Fig. 1: metal 4
Scale bar: 20 um. Supply wires on this layer in gray.
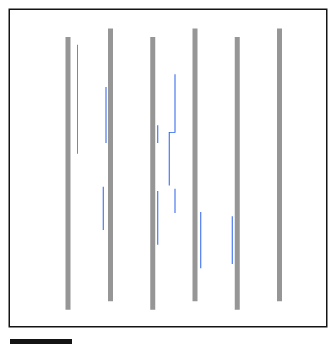
Fig. 2: wire density map
Scale bar: 20 um. The die is cut into 20 by 20 equal tiles; dark purple is low, yellow is high, scaled to the fullest tile. Values are wire area over tile area, all layers added.
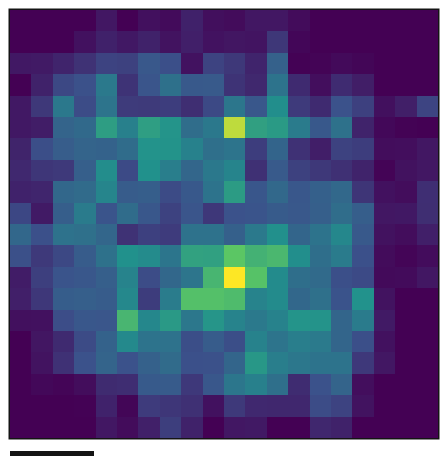
Fig. 3: where the registers sit
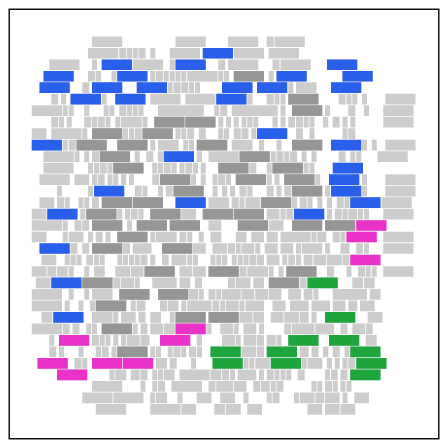
[src/rtl/program_loader_pkg.sv]
`default_nettype none
// ------------------------------------------------------------------------
// program_loader_pkg : state encoding and defaults for the boot loader
// Rev 1.0
// ------------------------------------------------------------------------
package program_loader_pkg;

  localparam int DEFAULT_ADDR_WIDTH = 10;
  localparam int DEFAULT_RST_HOLD   = 2;
  localparam int BYTES_PER_WORD     = 4;

  typedef enum logic [2:0] {
    ST_IDLE    = 3'd0,
    ST_LOAD    = 3'd1,
    ST_COMMIT  = 3'd2,
    ST_RELEASE = 3'd3,
    ST_RUN     = 3'd4
  } loader_state_t;

  // Width of a counter that must reach hold-1; never narrower than one bit.
  function automatic int hold_width(input int hold);
    return (hold > 1) ? $clog2(hold) : 1;
  endfunction

endpackage
`default_nettype wire

[src/rtl/program_loader_byte_packer.sv]
`default_nettype none
// ------------------------------------------------------------------------
// byte_packer : assembles four stream bytes into a little-endian word
// Rev 1.0
// ------------------------------------------------------------------------
module byte_packer
  import program_loader_pkg::*;
(
  input  logic        clk,
  input  logic        rst,
  input  logic        accept,
  input  logic        clear,
  input  logic [7:0]  data,
  output logic [31:0] word,
  output logic        last_byte
);

  logic [1:0]  r_idx;
  logic [31:0] r_word;

  // Shifting in at the top leaves the first byte in the LSB after four accepts.
  always_ff @(posedge clk) begin
    if (rst || clear) begin
      r_idx  <= 2'd0;
      r_word <= 32'd0;
    end else if (accept) begin
      r_idx  <= r_idx + 2'd1;
      r_word <= {data, r_word[31:8]};
    end
  end

  assign word      = r_word;
  assign last_byte = (r_idx == 2'(BYTES_PER_WORD - 1));

endmodule
`default_nettype wire

[src/rtl/program_loader.sv]
`default_nettype none
// ------------------------------------------------------------------------
// program_loader : loads a byte stream into instruction memory, then
//                  releases the processor from reset
// Rev 1.0
// ------------------------------------------------------------------------
module program_loader
  import program_loader_pkg::*;
#(
  parameter int ADDR_WIDTH = DEFAULT_ADDR_WIDTH,
  parameter int RST_HOLD   = DEFAULT_RST_HOLD
) (
  input  logic                  clk,
  input  logic                  rst,
  input  logic                  start,
  input  logic [ADDR_WIDTH:0]   word_count,
  input  logic [7:0]            byte_data,
  input  logic                  byte_valid,
  output logic                  byte_ready,
  output logic                  imem_we,
  output logic [ADDR_WIDTH-1:0] imem_addr,
  output logic [31:0]           imem_wdata,
  output logic                  proc_rst,
  output logic                  busy,
  output logic                  done,
  output logic                  error
);

  localparam int                     C_HOLD_W    = hold_width(RST_HOLD);
  localparam logic [ADDR_WIDTH:0]    C_DEPTH     = {1'b1, {ADDR_WIDTH{1'b0}}};
  localparam logic [ADDR_WIDTH:0]    C_CNT_ONE   = (ADDR_WIDTH+1)'(1);
  localparam logic [ADDR_WIDTH-1:0]  C_IDX_ONE   = ADDR_WIDTH'(1);
  localparam logic [C_HOLD_W-1:0]    C_HOLD_ONE  = C_HOLD_W'(1);
  localparam logic [C_HOLD_W-1:0]    C_HOLD_LAST = C_HOLD_W'(RST_HOLD - 1);

  loader_state_t          r_state;
  loader_state_t          w_next_state;
  logic [ADDR_WIDTH:0]    r_count;
  logic [ADDR_WIDTH-1:0]  r_word_idx;
  logic [C_HOLD_W-1:0]    r_hold;
  logic [ADDR_WIDTH-1:0]  r_imem_addr;
  logic [31:0]            r_imem_wdata;
  logic                   r_error;

  logic                   w_idle_or_run;
  logic                   w_count_ok;
  logic                   w_start_ok;
  logic                   w_start_bad;
  logic                   w_accept;
  logic                   w_last_byte;
  logic                   w_last_word;
  logic                   w_hold_done;
  logic [31:0]            w_packed;

  assign w_idle_or_run = (r_state == ST_IDLE) || (r_state == ST_RUN);
  assign w_count_ok    = (word_count != '0) && (word_count <= C_DEPTH);
  assign w_start_ok    = start && w_idle_or_run && w_count_ok;
  assign w_start_bad   = start && w_idle_or_run && !w_count_ok;
  assign w_accept      = byte_valid && (r_state == ST_LOAD);
  assign w_last_word   = ({1'b0, r_word_idx} == (r_count - C_CNT_ONE));
  assign w_hold_done   = (r_hold == C_HOLD_LAST);

  byte_packer u_byte_packer (
    .clk       (clk),
    .rst       (rst),
    .accept    (w_accept),
    .clear     (w_start_ok),
    .data      (byte_data),
    .word      (w_packed),
    .last_byte (w_last_byte)
  );

  always_ff @(posedge clk) begin
    if (rst) begin
      r_state <= ST_IDLE;
    end else begin
      r_state <= w_next_state;
    end
  end

  always_comb begin
    w_next_state = r_state;
    case (r_state)
      ST_IDLE, ST_RUN: if (w_start_ok) w_next_state = ST_LOAD;
      ST_LOAD:         if (w_accept && w_last_byte) w_next_state = ST_COMMIT;
      ST_COMMIT:       w_next_state = w_last_word ? ST_RELEASE : ST_LOAD;
      ST_RELEASE:      if (w_hold_done) w_next_state = ST_RUN;
      default:         w_next_state = ST_IDLE;
    endcase
  end

  always_comb begin
    byte_ready = 1'b0;
    imem_we    = 1'b0;
    proc_rst   = 1'b1;
    busy       = 1'b0;
    done       = 1'b0;
    case (r_state)
      ST_LOAD: begin
        byte_ready = 1'b1;
        busy       = 1'b1;
      end
      ST_COMMIT: begin
        imem_we = 1'b1;
        busy    = 1'b1;
      end
      ST_RELEASE: busy = 1'b1;
      ST_RUN: begin
        proc_rst = 1'b0;
        done     = 1'b1;
      end
      default: ;
    endcase
  end

  always_ff @(posedge clk) begin
    if (rst) begin
      r_count      <= '0;
      r_word_idx   <= '0;
      r_hold       <= '0;
      r_imem_addr  <= '0;
      r_imem_wdata <= 32'd0;
      r_error      <= 1'b0;
    end else begin
      if (w_start_ok) begin
        r_count    <= word_count;
        r_word_idx <= '0;
        r_error    <= 1'b0;
      end else if (w_start_bad) begin
        r_error <= 1'b1;
      end

      // Capture the written word so the memory bus holds steady afterwards.
      if (r_state == ST_COMMIT) begin
        r_imem_addr  <= r_word_idx;
        r_imem_wdata <= w_packed;
        if (w_last_word) begin
          r_hold <= '0;
        end else begin
          r_word_idx <= r_word_idx + C_IDX_ONE;
        end
      end

      if ((r_state == ST_RELEASE) && !w_hold_done) begin
        r_hold <= r_hold + C_HOLD_ONE;
      end
    end
  end

  assign imem_addr  = (r_state == ST_COMMIT) ? r_word_idx : r_imem_addr;
  assign imem_wdata = (r_state == ST_COMMIT) ? w_packed   : r_imem_wdata;
  assign error      = r_error;

endmodule
`default_nettype wire

[config.mk]
export PLATFORM = sky130hd
export DESIGN_NAME = program_loader
export DESIGN_NICKNAME = d
export VERILOG_FILES = /design/src/rtl/program_loader_pkg.sv /design/src/rtl/program_loader_byte_packer.sv /design/src/rtl/program_loader.sv
export SDC_FILE = /design/constraint.sdc
export NUM_CORES = 1
export LEC_CHECK = 0
export CAP_MARGIN = 20
export CORE_MARGIN = 5
export CORE_UTILIZATION = 53
export CTS_BUF_LIST = sky130_fd_sc_hd__clkbuf_8 sky130_fd_sc_hd__clkbuf_16
export DETAILED_ROUTE_END_ITERATION = 12
export PLACE_DENSITY = 0.79
export SYNTH_ARGS = -nofsm -noshare
export SYNTH_HDL_FRONTEND = slang
export SYNTH_SLANG_ARGS = --single-unit
[constraint.sdc]
create_clock -name clk -period 3.1 [get_ports clk]
set_input_delay 0.62 -clock clk [delete_from_list [all_inputs] [get_ports clk]]
set_output_delay 0.62 -clock clk [all_outputs]
set_load 0.1 [all_outputs]
==> job_summary.md <==
## Implementation flow summary

| Metric | Value |
|---|---|
| Cell family with most CP delay | `buffers and inverters` |
| Worst reg2reg endpoint | `r_word_idx[8]` |
| Yosys xor share | `0.04270` |
| Post-synth ARST share | `0` |
| Init Core Util | `0.5412` |
| Top cells by area | `dfxtp_1, nand2_1, a21oi_1, clkbuf_1, xor2_1` |
| Clock transition at path regs | `0.09 ns` |
| DRT iter0 DRCs | `247` |
| Top cells by count, synth | `nand2_1, dfxtp_1, a21oi_1, clkbuf_1, nor2_1` |
| Per-cell routed wire length | `14.33 um` |
| Routed vias/inst | `5.515` |
| Post-synth EDFFs | `0` |
| Cells after synthesis | `584` |
| Final TNS setup | `0 ns` |
| Crit. Startpoint | `r_state[1]` |
| Clock Power Share | `0.355` |
| Design area | `5842 um^2` |
| Synthesis-to-layout area growth | `32.04%` |
| NetSw | `665.8 uW` |
| Biggest area consumer among synthesized cells | `dfxtp_1` |
| Fin cells | `747` |
| Seq pwr | `1.35 mW` |
| Hold path cells | `2` |
| Net count after synthesis | `610` |
| Initial antenna violation count | `0` |
| Adder share | `0.008484` |
| Worst-path fanout max | `29` |
| Placed Instances | `732` |
| Slowest cell on the critical path | `dfxtp_1` |
| Die X | `101.4 um` |
| Max cap viols | `0` |
| Critical path, cell by cell | `nor2b_1, nand2_2, inv_2, buf_12, nand2_1, nand2_1, buf_12` |
| Slew HR | `0.6129` |
| Seq pwr share | `0.524` |
| Synthesized cell area | `4424 um^2` |
| Crit path launch type | `register` |
| Chip height | `101.4 um` |
| Highest routed layer | `met4` |
| Met1 Track Usage GR | `0.2805` |
| Met2 GRT Util | `0.3652` |
| Crit path depth | `7` |
| Setup crit end | `imem_addr[8]` |
| DR pass1 iterations | `5` |
| CP endpoint kind | `output port` |
| Yosys aoi share | `0.1697` |
| Hold Path Class | `reg -> reg` |
| # setup viols final | `0` |
| GRT Residual Overflow | `0` |
| Dpl cell area | `5622 um^2` |
| Vias | `4,120` |
| GRT busiest layer | `met2` |
| CP max stage delay | `0.46 ns` |
| Yosys Instances | `584` |
| Area leader share | `0.4615` |
| Status | `finished, final reports clean` |
| WL met2 | `5299 um` |
| Resized cells post-CTS | `0` |
| Comb pwr share | `0.121` |
| Comb area leader | `simple AND/OR/NAND/NOR gates` |
| FF-to-FF path depth | `8` |
| Worst path arrival time | `2.15 ns` |
| Most frequent logic cell in the layout | `nand2_1` |
| Critical path type | `reg -> out` |
| Most frequent cells in the layout | `nand2_1, dfxtp_1, a21oi_1, buf_12, clkdlybuf4s50_1` |
| Routed Antenna Nets | `0` |
| Root Buffer | `clkbuf_8` |
| Largest net degree at the start of global routing | `53` |
| Share of cells above drive strength 1 | `0.1371` |
| Max Clk Rate | `0.3607 GHz` |
| Clk buf depth | `2` |
| Cell with the most instances after synthesis | `nand2_1` |
| Clk_lat worst skew | `0.36 ns` |
| CP required | `2.48 ns` |
About Fig. 1:
The longest straight run is 34.7 um. 8 nets have wire on it. The layer carries 166 um of wire. The wires run mostly vertical. The layer holds 1.6% of the routed length.

About Fig. 2:
17% of the tiles are nearly empty. The emptiest ninth of the die: upper right. 7.0% of the tiles are over half the peak. The fullest tile reaches 0.78.

About Fig. 3:
Key: green = r_count [sequential cells 11]; magenta = r_imem_addr [sequential cells 10]; blue = r_imem_wdata [sequential cells 32]
Another 49 sequential cells are not colored.

metrics by stage:
| stage | power [mW] | setup WS, ns | util |
|---|---|---|---|
| 2_1_floorplan | 1.586 | 0.03548 | - |
| 3_3_place_gp | 1.678 | 0.5289 | 0.6876 |
| 3_5_place_dp | 1.689 | 0.4993 | 0.6876 |
| 4_1_cts | 2.585 | 0.3141 | 0.7146 |
| 5_1_grt | 2.672 | 0.1594 | 0.7146 |
| 6_report | 2.573 | 0.3277 | 0.7146 |
cell type report:
class | instances | area (um^2)
Clock buffer | 10 | 137.6
Timing Repair Buffer | 77 | 1191
Multi-Input combinational cell | 438 | 2220
Fill cell | 638 | 2333
Tap cell | 105 | 131.4
Sequential cell | 102 | 2042
Inverter | 10 | 37.54
Clock inverter | 5 | 82.58
No activity file was given, so power comes from the tool's default toggle rates.
